==> images/met3.png <==
Drawn at 1 px/micron.
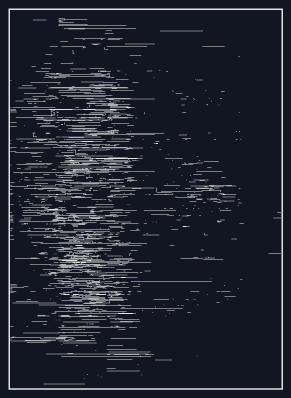
==> images/final_clocks.png <==
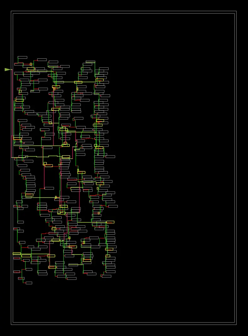
==> images/clock_map.png <==
Drawn at 1 px/micron.
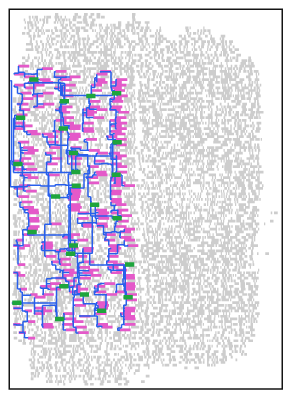
Design fft_iter_flat, sky130hd; sources not shown.
==> flow_metrics.env <==
# source this file to load flow results
export IMPL_status="complete, no violations"
export IMPL_dp_worst_setup_slack_ps=-2860
export IMPL_hp_class="reg2reg"
export IMPL_setup_worst_path_start_class="flop"
export IMPL_fp_utilization_pct=43.3
export IMPL_grt_max_degree=26
export IMPL_syn_to_final_growth_pct=11.6
export IMPL_switching_share_pct=58.4
export IMPL_edf_count=256
export IMPL_yosys_area_share_adder_pct=32.5
export IMPL_met1_usage_pct=37.0
export IMPL_yosys_top_cells_count="667 x inv_1, 521 x ha_1, 420 x nand2_1, 374 x fa_1, 352 x nor2_1"
export IMPL_via_count=37810
export IMPL_first_pass_iters=6
export IMPL_p_seq_mw=1.06
export IMPL_chipArea_sq_um=103000
export IMPL_critical_path_slowest_cell="fa_1"
export IMPL_n_antenna_cell=2
export IMPL_clkTransAtPathRegs_ps=80
export IMPL_holdPathStages=2
export IMPL_cap_violations=0
export IMPL_fin_ws_ps=375
export IMPL_final_cell_mix="661 x inv_1, 512 x ha_1, 414 x nand2_1"
export IMPL_first_iter_violations=3727
export IMPL_seq_area_sq_um=7990
export IMPL_tns_ps=0
export IMPL_cts_resized=144
export IMPL_top_usage_layer="met2"
export IMPL_max_clock_path_buffers=3
export IMPL_worstPathMaxFanout=10
export IMPL_fin_util_pct=48.3
export IMPL_cts_buffers=25
export IMPL_yosysTopAreaCellShare_pct=17.9
export IMPL_fin_area_sq_um=48000
export IMPL_met3_length_microns=13000
export IMPL_comb_power_mw=7.90
export IMPL_placement_io_buffers=74
export IMPL_synth_cells=4548
export IMPL_yosys_most_used_dff="edfxtp_1"
export IMPL_total_power_mw=9.68
export IMPL_cts_setup_buffers=17
export IMPL_inverters=673
export IMPL_synthTopCellsByArea="edfxtp_1 18%, fa_1 17%, ha_1 15%"
export IMPL_dieWidth_microns=271
export IMPL_num_io_pins=75
export IMPL_crit_type="reg2reg"
export IMPL_ys_seq_share_pct=18.6
export IMPL_fillerInstances=11400
export IMPL_ir_drop_uv=399
export IMPL_seqPwrFrac_pct=11.0
export IMPL_slowest_delay_ps=530
export IMPL_hold_viol=0
export IMPL_log_warning_count=89
export IMPL_max_freq_mhz=71.8
export IMPL_post_route_period_util_pct=97.4
export IMPL_clk_share_pct=1.71
export IMPL_slew_violations=0
export IMPL_fin_nets=5635
export IMPL_yosysUniqueCellTypes=106
export IMPL_compound_area_share_pct=13.3
export IMPL_fp_coreArea_sq_um=99400
export IMPL_final_setup_viol_count=0
export IMPL_antenna_found_initial=3
export IMPL_placed_cell_area_sq_um=46000
export IMPL_root_buffer="clkbuf_16"
export IMPL_ys_sh_xor_pct=4.80
export IMPL_wl_per_cell_microns=29.1
export IMPL_gp_congestion=0.966
export IMPL_critPathCaptureType="flop"
export IMPL_met2_length_microns=84500
export IMPL_slew_headroom_pct=6.59
export IMPL_post_route_min_period_ps=13920
export IMPL_hold_buffers=0
export IMPL_logic_gate_count=3413
export IMPL_ant_nets=0
export IMPL_p_int_mw=4.03
export IMPL_use_met2_pct=58.1
export IMPL_worst_hold_slack_ps=331
export IMPL_syn_cell_area_sq_um=43000
export IMPL_drcViolationCount=0
export IMPL_fin_cells=6044
export IMPL_biggestCellCategory="logic gates"
export IMPL_r2r_cells=52
export IMPL_comb_area_sq_um=32400
export IMPL_cp_arrival_ps=14120
export IMPL_ys_sh_mux_pct=10.2
export IMPL_n_tap_cell=1320
export IMPL_final_nonclk_buf_share_pct=5.46
export IMPL_sh_comb_area_pct=67.5
export IMPL_netSwitchingPower_mw=5.65
export IMPL_fp_nets=5479
export IMPL_grt_ovfl_total=0
export IMPL_place_hpwl_microns=139000
export IMPL_power_frac_comb_pct=81.6
export IMPL_final_layout_size_suffix_gt1_share_pct=11.8
export IMPL_h_tree_depth=1
export IMPL_ys_chip_area_sq_um=43000
export IMPL_synth_avg_cell_area_sq_um=9.46
export IMPL_tightest_slew_ps=1400
export IMPL_synth_top_cell_by_area="edfxtp_1"
export IMPL_ys_cells=4548
export IMPL_logic_family="adder cells"
export IMPL_leakagePower_nw=21.6
export IMPL_tritoncts="done"
export IMPL_ys_sh_simple_pct=13.0
export IMPL_row_count=137
export IMPL_crit_buf_inv=11
export IMPL_wl_met1_microns=59800
export IMPL_async_flop_share_pct=0
export IMPL_top_layer_used="met5"
export IMPL_cts_sinks=271
export IMPL_place_inst=5965
export IMPL_power_density_nw_per_um2=202
export IMPL_layout_top_cell="inv_1"
export IMPL_top_power_group="combinational cells"
export IMPL_first_global_vias=40117
export IMPL_nNonClkBuffers=320
export IMPL_yosys_warnings=0
export IMPL_reg2reg_slack_ps=380
export IMPL_chipHeight_microns=378
export IMPL_grt_pass1_wl_microns=256000
-- met3.png (at the start) --
longest straight run: 106 microns
wire length on this layer: 13000 microns
final wirelength: 176000 microns
met3 usage: 5.22%

-- final_clocks.png (at the start) --
flop count: 271
clkbuf count: 36

-- clock_map.png (at the start) --
legend:
  magenta:
    item: flip-flops
    count: 271
  blue:
    item: clock wires
    length: 3800 microns
  green:
    item: cells driving clock nets
    count: 25
routed clock nets: 26
Clock power frac: 7.4%
clk latency late pin: 580 ps
P_clk: 0.717 mW

Power is estimated from default activity; no workload was simulated.
